## src/rtl/rate_enable_gen_if.sv

```systemverilog
// Signal bundle for rate_enable_gen: Run/Speed in, Enable/Running out, plus a debug FSM state bit.
// With RATE_STEP_EN defined the bundle also carries the Step pushbutton input.
interface rate_enable_gen_if;
  logic       Run;
  logic [1:0] Speed;
  logic       Enable;
  logic       Running;
  logic       State;     // debug: 0 = IDLE, 1 = COUNT
`ifdef RATE_STEP_EN
  logic       Step;
`endif

  // Handshake: none. Run and Speed are levels sampled on every posedge;
  // Enable is a registered single-cycle pulse and is never held off by a ready.
`ifdef RATE_STEP_EN
  modport master (output Run, Speed, Step, input Enable, Running, State);
  modport slave  (input Run, Speed, Step, output Enable, Running, State);
`else
  modport master (output Run, Speed, input Enable, Running, State);
  modport slave  (input Run, Speed, output Enable, Running, State);
`endif
endinterface

```

## src/rtl/rate_enable_gen.sv

```systemverilog
// Paced Enable pulse generator: down-counter divider with an IDLE/COUNT FSM, rate chosen by Speed.
// Optional macro RATE_STEP_EN adds a synchronized Step pushbutton for single-step pulses in IDLE.
module rate_enable_gen #(
  parameter int DIV_1 = 50_000_000,
  parameter int DIV_2 = 100_000_000,
  parameter int DIV_3 = 200_000_000,
  parameter int WIDTH = 28
) (
  input  logic           Clock,
  input  logic           Resetn,
  rate_enable_gen_if.slave bus
);

  typedef enum logic {ST_IDLE = 1'b0, ST_COUNT = 1'b1} state_t;

  state_t           r_state;
  logic [WIDTH-1:0] r_count;
  logic [1:0]       r_speed;
  logic             r_enable;
  logic             r_running;

  state_t           w_state_nxt;
  logic [WIDTH-1:0] w_count_nxt;
  logic [1:0]       w_speed_nxt;
  logic             w_enable_nxt;
  logic             w_running_nxt;
  logic             w_step_rise;

  // Reload value is DIV-1 so a pulse lands exactly every DIV cycles.
  function automatic logic [WIDTH-1:0] div_m1(input logic [1:0] s);
    case (s)
      2'b01:   div_m1 = WIDTH'(DIV_1 - 1);
      2'b10:   div_m1 = WIDTH'(DIV_2 - 1);
      2'b11:   div_m1 = WIDTH'(DIV_3 - 1);
      default: div_m1 = '0;
    endcase
  endfunction

`ifdef RATE_STEP_EN
  logic r_step_s1;
  logic r_step_s2;
  logic r_step_prev;

  always_ff @(posedge Clock or negedge Resetn) begin
    if (!Resetn) begin
      r_step_s1   <= 1'b0;
      r_step_s2   <= 1'b0;
      r_step_prev <= 1'b0;
    end else begin
      r_step_s1   <= bus.Step;
      r_step_s2   <= r_step_s1;
      r_step_prev <= r_step_s2;
    end
  end

  assign w_step_rise = r_step_s2 & ~r_step_prev;
`else
  assign w_step_rise = 1'b0;
`endif

  always_comb begin
    w_state_nxt   = r_state;
    w_count_nxt   = r_count;
    w_speed_nxt   = r_speed;
    w_enable_nxt  = 1'b0;
    w_running_nxt = r_running;
    case (r_state)
      ST_IDLE: begin
        if (bus.Run) begin
          w_count_nxt   = div_m1(bus.Speed);
          w_speed_nxt   = bus.Speed;
          w_state_nxt   = ST_COUNT;
          w_running_nxt = 1'b1;
        end else if (w_step_rise) begin
          w_enable_nxt = 1'b1;
        end
      end
      ST_COUNT: begin
        if (!bus.Run) begin
          w_state_nxt   = ST_IDLE;
          w_running_nxt = 1'b0;
        end else if (bus.Speed != r_speed) begin
          // A rate change restarts the period and suppresses the pulse on that edge.
          w_count_nxt = div_m1(bus.Speed);
          w_speed_nxt = bus.Speed;
        end else if (r_count == '0) begin
          w_enable_nxt = 1'b1;
          w_count_nxt  = div_m1(r_speed);
        end else begin
          w_count_nxt = r_count - 1'b1;
        end
      end
      default: begin
        w_state_nxt   = ST_IDLE;
        w_running_nxt = 1'b0;
      end
    endcase
  end

  always_ff @(posedge Clock or negedge Resetn) begin
    if (!Resetn) begin
      r_state   <= ST_IDLE;
      r_count   <= '0;
      r_speed   <= 2'b00;
      r_enable  <= 1'b0;
      r_running <= 1'b0;
    end else begin
      r_state   <= w_state_nxt;
      r_count   <= w_count_nxt;
      r_speed   <= w_speed_nxt;
      r_enable  <= w_enable_nxt;
      r_running <= w_running_nxt;
    end
  end

  assign bus.Enable  = r_enable;
  assign bus.Running = r_running;
  assign bus.State   = (r_state == ST_COUNT);

endmodule
```

## src/flat_wrapper.sv

```systemverilog
// flat-port wrapper written by rule: the top's interface ports become plain ports
module rate_enable_gen_flat 
#(
  parameter int DIV_1 = 50_000_000,
  parameter int DIV_2 = 100_000_000,
  parameter int DIV_3 = 200_000_000,
  parameter int WIDTH = 28
)
  (Clock, Resetn, bus_Run, bus_Speed, bus_Enable, bus_Running, bus_State);
  rate_enable_gen_if bus_i ();
  input  logic Clock;
  input  logic Resetn;
  input wire logic [$bits(bus_i.Run)-1:0] bus_Run;
  input wire logic [$bits(bus_i.Speed)-1:0] bus_Speed;
  output wire logic [$bits(bus_i.Enable)-1:0] bus_Enable;
  output wire logic [$bits(bus_i.Running)-1:0] bus_Running;
  output wire logic [$bits(bus_i.State)-1:0] bus_State;
  assign bus_i.Run = bus_Run;
  assign bus_i.Speed = bus_Speed;
  assign bus_Enable = bus_i.Enable;
  assign bus_Running = bus_i.Running;
  assign bus_State = bus_i.State;
  rate_enable_gen #(.DIV_1(DIV_1), .DIV_2(DIV_2), .DIV_3(DIV_3), .WIDTH(WIDTH)) u_core (.Clock(Clock), .Resetn(Resetn), .bus(bus_i));
endmodule
```

## config.mk

```make
export PLATFORM = sky130hd
export DESIGN_NAME = rate_enable_gen_flat
export DESIGN_NICKNAME = d
export VERILOG_FILES = /design/src/rtl/rate_enable_gen_if.sv /design/src/rtl/rate_enable_gen.sv /design/src/flat_wrapper.sv
export SDC_FILE = /design/constraint.sdc
export NUM_CORES = 1
export LEC_CHECK = 0
export ABC_CLOCK_PERIOD_IN_PS = 2700
export CAP_MARGIN = 15
export CORE_ASPECT_RATIO = 0.5
export CORE_MARGIN = 10
export CORE_UTILIZATION = 55
export CTS_BUF_LIST = sky130_fd_sc_hd__clkbuf_4 sky130_fd_sc_hd__clkbuf_8 sky130_fd_sc_hd__clkbuf_16
export DETAILED_ROUTE_END_ITERATION = 10
export PLACE_DENSITY = 0.77
export SLEW_MARGIN = 40
export SYNTH_ARGS = -nofsm -noshare
export SYNTH_HDL_FRONTEND = slang
export SYNTH_SLANG_ARGS = --single-unit
```

## constraint.sdc

```tcl
create_clock -name Clock -period 2.7 [get_ports Clock]
set_clock_uncertainty 0.15 [all_clocks]
set_input_delay 0.675 -clock Clock [delete_from_list [all_inputs] [get_ports Clock]]
set_output_delay 0.675 -clock Clock [all_outputs]
set_load 0.005 [all_outputs]
```

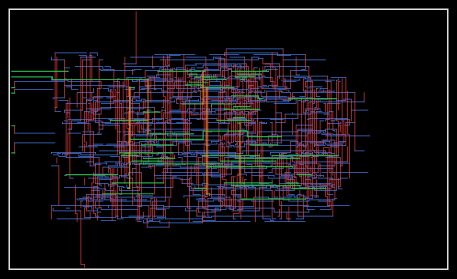
*Metal layers overlaid*
(4 px per µm)
legend:
  M3:
    color: green
    wire_length: 488 µm
  M4:
    color: orange
    wire_length: 88.4 µm
  M2:
    color: red
    wire_length: 2560 µm
  M1:
    color: blue
    wire_length: 2890 µm
detailed-route via count: 2206
Routed WL: 6030 µm
WL/cell: 17.3 µm
GRT Total Usage: 17.6%

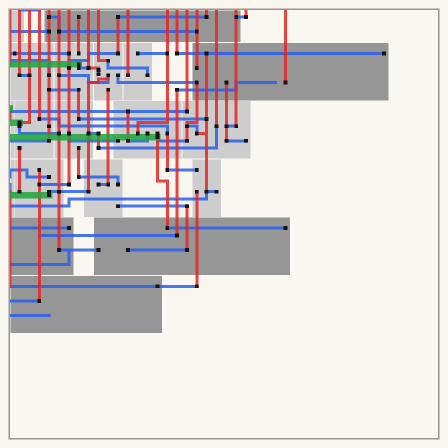
*Zoomed window*
Window x 72 to 92, y 6 to 26 µm. Cells in gray, sequential cells in the stronger gray; small squares are vias.
legend:
  M2:
    color: red
  M1:
    color: blue
  M3:
    color: green
cells with their middle in the window: 15
netlist names of flops here include: `u_core.r_count` (4)
most frequent: dfrtp_1 (4), o21ai_0 (3), nand2_1 (2)
sequential cells in the window: 4

==> results.py <==
# Metrics from the implementation run
metrics = {
    "status": {
        "run_status": "finished clean",
    },
    "flow_run": {
        "timing.max_cap.violations": 0,
        "log.warning_count": 35,
    },
    "synthesis": {
        "synth_top_cell_by_area": "dfrtp_1",
        "synthArstFlopShare_pct": 100,
        "synth_area_per_cell_um2": 8.63,
        "synth_area_um2": 2190,
        "synth_stat.cells": 254,
        "yosysUniqueCellTypes": 51,
        "yosys.stat.chipArea_um2": 2190,
        "ys_warn_count": 0,
        "postSynthCellCount": 254,
        "ys_top_cells_by_area": "dfrtp_1, o21ai_0, ha_1, a21oi_1, nor2_1",
        "sequential_cell_area_fraction_in_the_yosys_report_pct": 37.7,
        "enable_flop_cells": 0,
        "syn-num-nets": 271,
        "ys.flop_type": "dfrtp_1",
        "synthDominantCellAreaShare_pct": 37.7,
        "synth-seq-cells": 33,
    },
    "final_layout": {
        "layout.filler_cells": 302,
        "area_growth_pct": 21.1,
        "drive_gt1_share_pct": 19.4,
        "mostFrequentLayoutCells": "o21ai_0, buf_4, dfrtp_1",
        "layout_top_cell_excl_fill_tap": "o21ai_0",
        "n_antenna_cell": 0,
        "design.final.nets": 310,
    },
    "routing": {
        "drt-pass1-iter-count": 5,
        "met1Wirelength_um": 2890,
        "detail_route.iter0.violations": 283,
        "viasPerCell": 6.34,
        "routed-wl-met2_um": 2560,
        "detail_route.drc_violations": 0,
        "wl_met3_um": 487,
        "route.top_layer_used": "met4",
        "final_antenna_net_count": 0,
    },
    "final_timing": {
        "slew_headroom_pct": 58.3,
        "report.final.slew_viol_count": 0,
        "finalSetupViolCount": 0,
        "post-route-period-util_pct": 96.3,
        "max_freq_mhz": 385,
        "max_slew.worst_pin.slew_ns": 0.621,
        "rsz0062_at_grt": "true",
        "hold_violations": 0,
        "finalCriticalPeriod_ns": 2.60,
        "hold-worst-slack_ns": 0.381,
    },
    "clock_tree": {
        "numClockSinks": 33,
        "htreeDepth": 2,
        "cts_hold_buf": 0,
        "cts.reportedPaths.clkPinSlew_ns": 0.07,
        "ctsLongestPathBuffers": 2,
        "tritoncts": "built",
        "cts_root_cell": "clkbuf_8",
        "cts_buffers": 5,
    },
    "power_and_ir_drop": {
        "peakVddDrop_mv": 0.302,
        "power.leakage_nw": 1.12,
        "post-layout-total-power_mw": 1.42,
        "power_density_over_the_cells_nw_per_um2": 537,
    },
    "placement": {
        "final_weighted_congestion_in_routability_driven_placement": 0.956,
        "buffer_ports.inserted": 7,
        "dp_hpwl_um": 4440,
    },
    "floorplanning": {
        "die_y_extent_um": 64.6,
        "io_pins": 8,
        "floorplanUtilization_pct": 56.7,
        "chipWidth_um": 109,
        "fp.coreArea_um2": 3860,
        "chip_area_um2": 7060,
        "placement_rows": 16,
    },
    "worst_setup_path": {
        "critPathMaxFanout": 7,
        "r2r_setup_slack_ns": 0.10,
        "timing.critical_path.from_type": "flip-flop",
        "crit_path_end_kind": "flip-flop",
        "critPathRequiredTime_ns": 2.76,
        "criticalPathCategory": "flip-flop to flip-flop",
        "crit_arrival_ns": 2.66,
    },
    "global_route": {
        "globalRouteOverflowTotal": 0,
        "wire_length_of_the_first_global_routing_pass_um": 10200,
        "grt_antenna_before_repair": 0,
        "first_global_vias": 2107,
        "pin_count_of_the_biggest_net_entering_global_routing": 34,
    },
    "hold_path": {
        "hold_path.class": "flip-flop to flip-flop",
    },
}
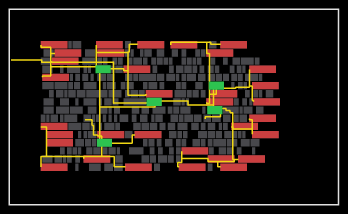
*Clock network drawn from the DEF*
(3 px per µm)
legend:
  clock wires:
    color: yellow
    length: 450 µm
  clock-net drivers:
    color: green
    count: 5
  flip-flops:
    color: red
    count: 33
routed clock nets: 6
flops lie: spread over the die
clock latency on the worst-skew pair: 0.29 ns
P_clk: 393 µW
Clock power frac: 27.6%

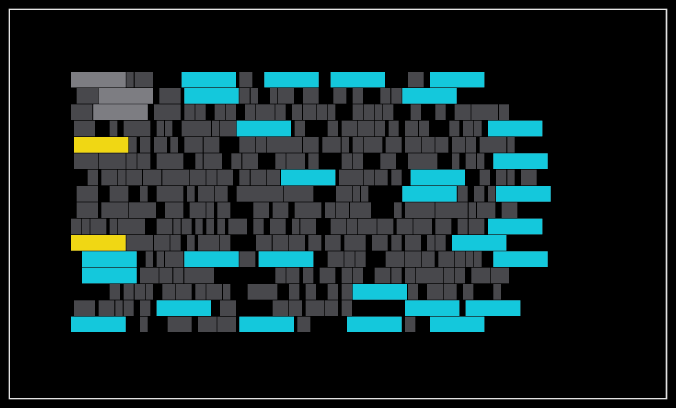
*Sequential cells colored by netlist name*
(6 px per µm) Other sequential cells in the stronger gray, the rest of the logic in the fainter gray.
legend:
  `u_core.r_speed`:
    color: yellow
    flops: 2
  `u_core.r_count`:
    color: cyan
    flops: 28

-- synthesized netlist by cell type (5+ instances only) --
| library cell | n |
|---|---|
| a21oi_1 | 15 |
| a31oi_1 | 5 |
| clkbuf_1 | 6 |
| dfrtp_1 | 33 |
| ha_1 | 12 |
| inv_1 | 11 |
| nand2_1 | 15 |
| nand3_1 | 5 |
| nor2_1 | 19 |
| nor3_1 | 14 |
| nor4_1 | 5 |
| o21ai_0 | 43 |
| o31ai_1 | 6 |
-- layout make-up --
type	instances	area [µm²]	area share, %
clock buffer	8	91.3	3.44
inverter	11	41.3	1.56
multi-input combinational	198	1280	48.2
sequential	33	826	31.1
tap	54	67.6	2.55
timing repair buffer	44	348	13.1
-- registers in the layout, summed over array words and instances, names as in the netlist --
signal,cells
u_core.r_speed,2
u_core.bus.Running,1
u_core.bus.State,1
u_core.r_count,28
u_core.bus.Enable,1
-- stage by stage --
stage,instance area (µm²),worst slack (ns),setup TNS (ns),util (%),cells
detailed placement,2550,-0.0117,-0.0144,65.9,340
floorplan,2190,0.222,0,-,254
global placement,2540,-0.0156,-0.0156,65.8,340
finish,2650,0.100,0,68.7,348
CTS,2640,0.0562,0,68.3,348
global route,2650,-0.00600,-0.00600,68.7,348
-- worst max-delay path, stage by stage, from the launching register on --
cell	delay, ns
dfrtp_1	0.45
or4_1	0.62
or3b_1	0.51
buf_4	0.20
or2_2	0.28
nor3_1	0.14
o21ai_0	0.09
o21ai_0	0.08
-- path summary, 6_finish.rpt --
path,from,endpoint,depth (start not counted)
setup / recovery,u_core.r_count[2],u_core.r_count[15],7
hold / removal,u_core.r_count[11],u_core.r_count[11],1
setup reg to reg,u_core.r_count[2],u_core.r_count[15],7
hold reg to reg,u_core.r_count[11],u_core.r_count[11],1
max in group asynchronous,Resetn,u_core.r_count[0],2
min in group asynchronous,Resetn,u_core.r_count[11],2
-- what timing repair did --
item	4_1_cts	5_1_grt
setup buffers	0	0
endpoints found under the setup margin	0	13
gates resized	0	2
endpoints found under the hold margin	0	0
-- cell families after synthesis --
group | after synthesis | synth area share [%]
xor gates and xnor gates | 3 | 1.20
muxes | 1 | 0.514
buffers and inverters | 23 | 4.85
AOI/OAI and AO/OA | 97 | 27.4
DFF | 33 | 37.7
and+or+nand+nor | 85 | 21.5
adders and majority gates | 12 | 6.85
-- power breakdown --
group / leakage, nW / internal (mW) / switching, mW
Combinational: 0.670 / 0.169 / 0.201
Sequential: 0.396 / 0.570 / 0.0912
Clock: 0.0498 / 0.213 / 0.180
Total: 1.12 / 0.953 / 0.472
-- per-layer routing --
layer / GRT usage, % / vias up
met3: 3.65 / 12
met1: 25.1 / 1063
met2: 26.1 / 110
met4: 5.65 / 0
li1: - / 1021
met5: 0 / -
No activity file was given, so power comes from the tool's default toggle rates.
